### config.mk
export PLATFORM = sky130hd
export DESIGN_NAME = fetch_stage
export DESIGN_NICKNAME = d
export VERILOG_FILES = /design/src/rtl/fetch_pkg.sv /design/src/rtl/fetch_stage_if_id_reg.sv /design/src/rtl/fetch_stage.sv
export SDC_FILE = /design/constraint.sdc
export NUM_CORES = 1
export LEC_CHECK = 0
export CELL_PAD_IN_SITES_DETAIL_PLACEMENT = 1
export CELL_PAD_IN_SITES_GLOBAL_PLACEMENT = 1
export CORE_ASPECT_RATIO = 0.9
export CORE_MARGIN = 3
export CORE_UTILIZATION = 36
export CTS_BUF_LIST = sky130_fd_sc_hd__clkbuf_4 sky130_fd_sc_hd__clkbuf_8
export DETAILED_ROUTE_END_ITERATION = 7
export PLACE_DENSITY_LB_ADDON = 0.1
export SLEW_MARGIN = 20
export SYNTH_ARGS = -nofsm -noshare
export SYNTH_HDL_FRONTEND = slang
export SYNTH_SLANG_ARGS = --single-unit
export TNS_END_PERCENT = 1
### constraint.sdc
create_clock -name clk -period 6.3 [get_ports clk]
set_input_delay 0.945 -clock clk [delete_from_list [all_inputs] [get_ports clk]]
set_output_delay 0.945 -clock clk [all_outputs]
set_load 0.02 [all_outputs]
### src/rtl/fetch_pkg.sv
// Shared types and defaults for the instruction-fetch stage.
package fetch_pkg;
    localparam int ADDR_W_DEF  = 8;
    localparam int INSTR_W_DEF = 32;
    localparam logic [31:0] NOP_INSTR = 32'hE1A00000;

    typedef enum logic [1:0] {
        BOOT = 2'd0,
        RUN  = 2'd1,
        HALT = 2'd2
    } state_e;
endpackage

### src/rtl/fetch_stage_if_id_reg.sv
// IF/ID pipeline register: load a fetched instruction, hold, or load a bubble.
module if_id_reg #(
    parameter int ADDR_W  = 8,
    parameter int INSTR_W = 32,
    parameter logic [INSTR_W-1:0] NOP_INSTR = 32'hE1A00000
) (
    input  logic               clk,
    input  logic               rst_n,
    input  logic               load,
    input  logic               bubble,
    input  logic [INSTR_W-1:0] instr,
    input  logic [ADDR_W-1:0]  pc,
    input  logic [ADDR_W-1:0]  pc_plus4,
    output logic [INSTR_W-1:0] q_instr,
    output logic [ADDR_W-1:0]  q_pc,
    output logic [ADDR_W-1:0]  q_pc_plus4,
    output logic               q_valid
);
    // bubble wins over load; neither asserted means hold
    always_ff @(posedge clk or negedge rst_n) begin
        if (!rst_n) begin
            q_instr    <= NOP_INSTR;
            q_pc       <= '0;
            q_pc_plus4 <= '0;
            q_valid    <= 1'b0;
        end else if (bubble) begin
            q_instr    <= NOP_INSTR;
            q_pc       <= '0;
            q_pc_plus4 <= '0;
            q_valid    <= 1'b0;
        end else if (load) begin
            q_instr    <= instr;
            q_pc       <= pc;
            q_pc_plus4 <= pc_plus4;
            q_valid    <= 1'b1;
        end
    end
endmodule

### src/rtl/fetch_stage.sv
// Instruction-fetch stage: PC, BOOT/RUN/HALT control and IF/ID register.
// Define FETCH_PERF_EN to add saturating fetch/stall performance counters.
module fetch_stage import fetch_pkg::*; #(
    parameter int ADDR_W  = fetch_pkg::ADDR_W_DEF,
    parameter int INSTR_W = fetch_pkg::INSTR_W_DEF,
    parameter logic [ADDR_W-1:0]  PC_RESET  = '0,
    parameter logic [ADDR_W:0]    PC_LIMIT  = 68,
    parameter logic [INSTR_W-1:0] NOP_INSTR = fetch_pkg::NOP_INSTR
) (
    input  logic               clk,
    input  logic               rst_n,
    input  logic               stall,
    input  logic               flush,
    input  logic               branch_taken,
    input  logic [ADDR_W-1:0]  branch_target,
    output logic [ADDR_W-1:0]  imem_addr,
    input  logic [INSTR_W-1:0] imem_instr,
    output logic [INSTR_W-1:0] if_id_instr,
    output logic [ADDR_W-1:0]  if_id_pc,
    output logic [ADDR_W-1:0]  if_id_pc_plus4,
    output logic               if_id_valid,
    output logic               halted
`ifdef FETCH_PERF_EN
    ,
    output logic [15:0]        perf_fetch_cnt,
    output logic [15:0]        perf_stall_cnt
`endif
);
    state_e            state, state_next;
    logic [ADDR_W-1:0] pc, pc_next, pc_plus4, tgt;
    logic              load, bubble;

    assign pc_plus4  = pc + ADDR_W'(4);
    assign tgt       = branch_target & ~ADDR_W'(3);
    assign imem_addr = pc;
    assign halted    = (state == HALT);

    always_ff @(posedge clk or negedge rst_n) begin
        if (!rst_n) begin
            state <= BOOT;
            pc    <= PC_RESET;
        end else begin
            state <= state_next;
            pc    <= pc_next;
        end
    end

    always_comb begin
        state_next = state;
        pc_next    = pc;
        load       = 1'b0;
        bubble     = 1'b0;
        case (state)
            BOOT: begin
                bubble     = 1'b1;
                state_next = RUN;
            end
            RUN: begin
                if (branch_taken) begin
                    pc_next = tgt;
                    bubble  = 1'b1;
                end else if (stall) begin
                    bubble = flush;
                end else if (flush) begin
                    pc_next = pc_plus4;
                    bubble  = 1'b1;
                end else if ({1'b0, pc} >= PC_LIMIT) begin
                    bubble     = 1'b1;
                    state_next = HALT;
                end else begin
                    load    = 1'b1;
                    pc_next = pc_plus4;
                end
            end
            HALT: begin
                // a late branch from an older instruction can still restart fetch
                bubble = 1'b1;
                if (branch_taken && ({1'b0, tgt} < PC_LIMIT)) begin
                    pc_next    = tgt;
                    state_next = RUN;
                end
            end
            default: begin
                bubble     = 1'b1;
                state_next = BOOT;
            end
        endcase
    end

    if_id_reg #(
        .ADDR_W    (ADDR_W),
        .INSTR_W   (INSTR_W),
        .NOP_INSTR (NOP_INSTR)
    ) u_if_id (
        .clk        (clk),
        .rst_n      (rst_n),
        .load       (load),
        .bubble     (bubble),
        .instr      (imem_instr),
        .pc         (pc),
        .pc_plus4   (pc_plus4),
        .q_instr    (if_id_instr),
        .q_pc       (if_id_pc),
        .q_pc_plus4 (if_id_pc_plus4),
        .q_valid    (if_id_valid)
    );

`ifdef FETCH_PERF_EN
    always_ff @(posedge clk or negedge rst_n) begin
        if (!rst_n) begin
            perf_fetch_cnt <= '0;
            perf_stall_cnt <= '0;
        end else begin
            if (load && perf_fetch_cnt != 16'hFFFF)
                perf_fetch_cnt <= perf_fetch_cnt + 16'd1;
            if (state == RUN && stall && !branch_taken && perf_stall_cnt != 16'hFFFF)
                perf_stall_cnt <= perf_stall_cnt + 16'd1;
        end
    end
`endif
endmodule
ff_map.png
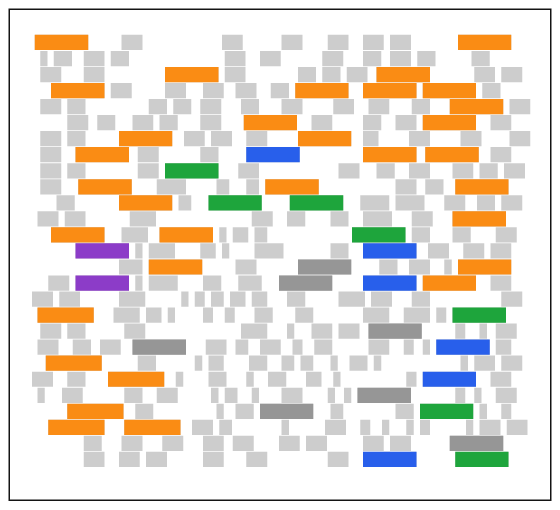
name in the netlist	colour	placed flops
u_if_id.q_instr	orange	32
u_if_id.q_pc	blue	6
u_if_id.q_pc_plus4	green	7
state	purple	2

route_heat.png
Bar = 20 um. The die is cut into 18 by 17 equal tiles; black is low, pale yellow is high, scaled to the fullest tile. Values are wire area over tile area, all layers added.
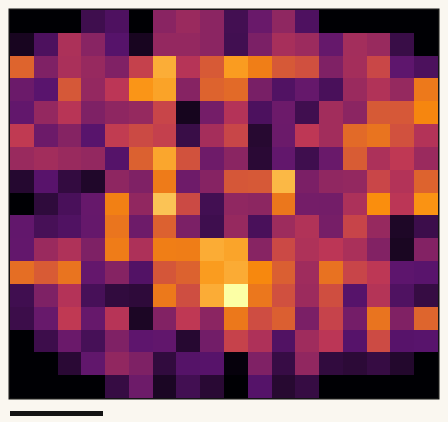
fullest tile	0.35
mean over tiles	0.13
densest ninth of the die	centre
emptiest ninth of the die	south-west
nearly empty tiles	8.5%

placed.png
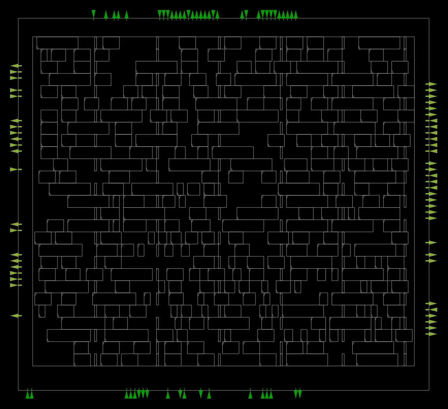
sequential cell area share: 38.90%
fillers: 659
placement row count: 27
final cell count without fillers: 376
Flops: 54

closeup.png
Bar = 20 um. Window x 0 to 50, y 0 to 50 um. Cells in grey, sequential cells in the stronger grey; small squares are vias.
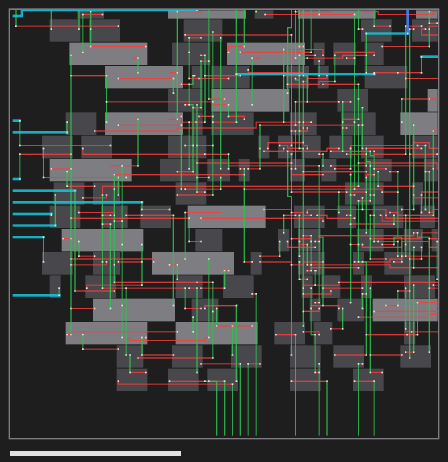
layer	colour
M2	green
M4	blue
M3	cyan
M1	red
netlist names of flops here include	u_if_id.q_instr (9), imem_addr (2), state (2)
cells with their middle in the window	98
sequential cells in the window	13
most frequent	clkdlybuf4s50_1 (22), nand2_1 (8), dfrtp_1 (7)

==> impl_metrics.env <==
# source this file to load flow results
export IMPL_run_status="finished clean"
export IMPL_ys_seq_share_pct=57.25
export IMPL_top_logic_kind="AND-OR/OR-AND gates"
export IMPL_yosys_area_top_type="dfrtp_1"
export IMPL_buffer_area_share_pct=28.80
export IMPL_r2r_cells=6
export IMPL_whs_endpoint="u_if_id.q_pc_plus4[4]"
export IMPL_initCoreUtil_pct=37.98
export IMPL_simple_gate_area_share_pct=8.593
export IMPL_postCtsSetupBuffers=0
export IMPL_hold_buffers=0
export IMPL_wl_um=6275
export IMPL_reg2reg_slack_ns=3.99
export IMPL_criticalPathCategory="reg2out"
export IMPL_crit_chain="inv_1, ha_1, clkdlybuf4s50_1"
export IMPL_die_x_um=91.59
export IMPL_final_clk_cell_share_pct=2.865
export IMPL_clkbuf_count=6
export IMPL_setup_ws_ns=3.572
export IMPL_ys_cells=194
export IMPL_drc=0
power by group:
group / internal (mW) / total [mW] / switching (mW) / leakage, nW
Sequential: 0.380 / 0.430 / 0.0495 / 0.715
Combinational: 0.180 / 0.380 / 0.200 / 0.750
Clock: 0.0907 / 0.205 / 0.115 / 0.0514
how the worst max path moves through the flow:
stage | to | slack [ns] | cells after the start
2_1_floorplan | u_if_id.q_instr[0] | 4.00 | 5
3_3_place_gp | u_if_id.q_instr[18] | 3.38 | 5
6_report | halted | 3.57 | 3
3_5_place_dp | u_if_id.q_instr[28] | 3.35 | 5
5_1_grt | u_if_id.q_instr[18] | 3.47 | 5
4_1_cts | halted | 3.54 | 3
registers in the layout, indices dropped and copies added, names as in the netlist:
name and count:
u_if_id.q_valid 1, u_if_id.q_pc_plus4 7, u_if_id.q_instr 32, u_if_id.q_pc 6, imem_addr 6, state 2
worst reg2reg max path: stages (launching register included):
cell,delay [ns]
dfrtp_1,0.47
inv_1,0.14
ha_1,0.14
or4b_1,0.48
a21o_1,0.28
a2111oi_0,0.53
o2bb2ai_1,0.14
layer usage:
metal | wire length, um | up-vias | share of wire [%]
met1 | 2806 | 948 | 45
met3 | 339 | 2 | 5.4
li1 | - | 889 | -
met2 | 3107 | 62 | 50
met4 | 21 | 0 | 0.33
met5 | 0 | - | 0
stage by stage:
stage | instance area [um^2] | total power [mW] | utilization (%)
after floorplan | 2377 | 0.6738 | -
after global placement | 3393 | 0.8139 | 54.29
after detailed placement | 3393 | 0.8248 | 54.29
after CTS | 3493 | 1.035 | 55.90
after global routing | 3493 | 1.094 | 55.90
final | 3493 | 1.015 | 55.90
Power figures rest on the tool's default switching activity, not on a simulated workload.
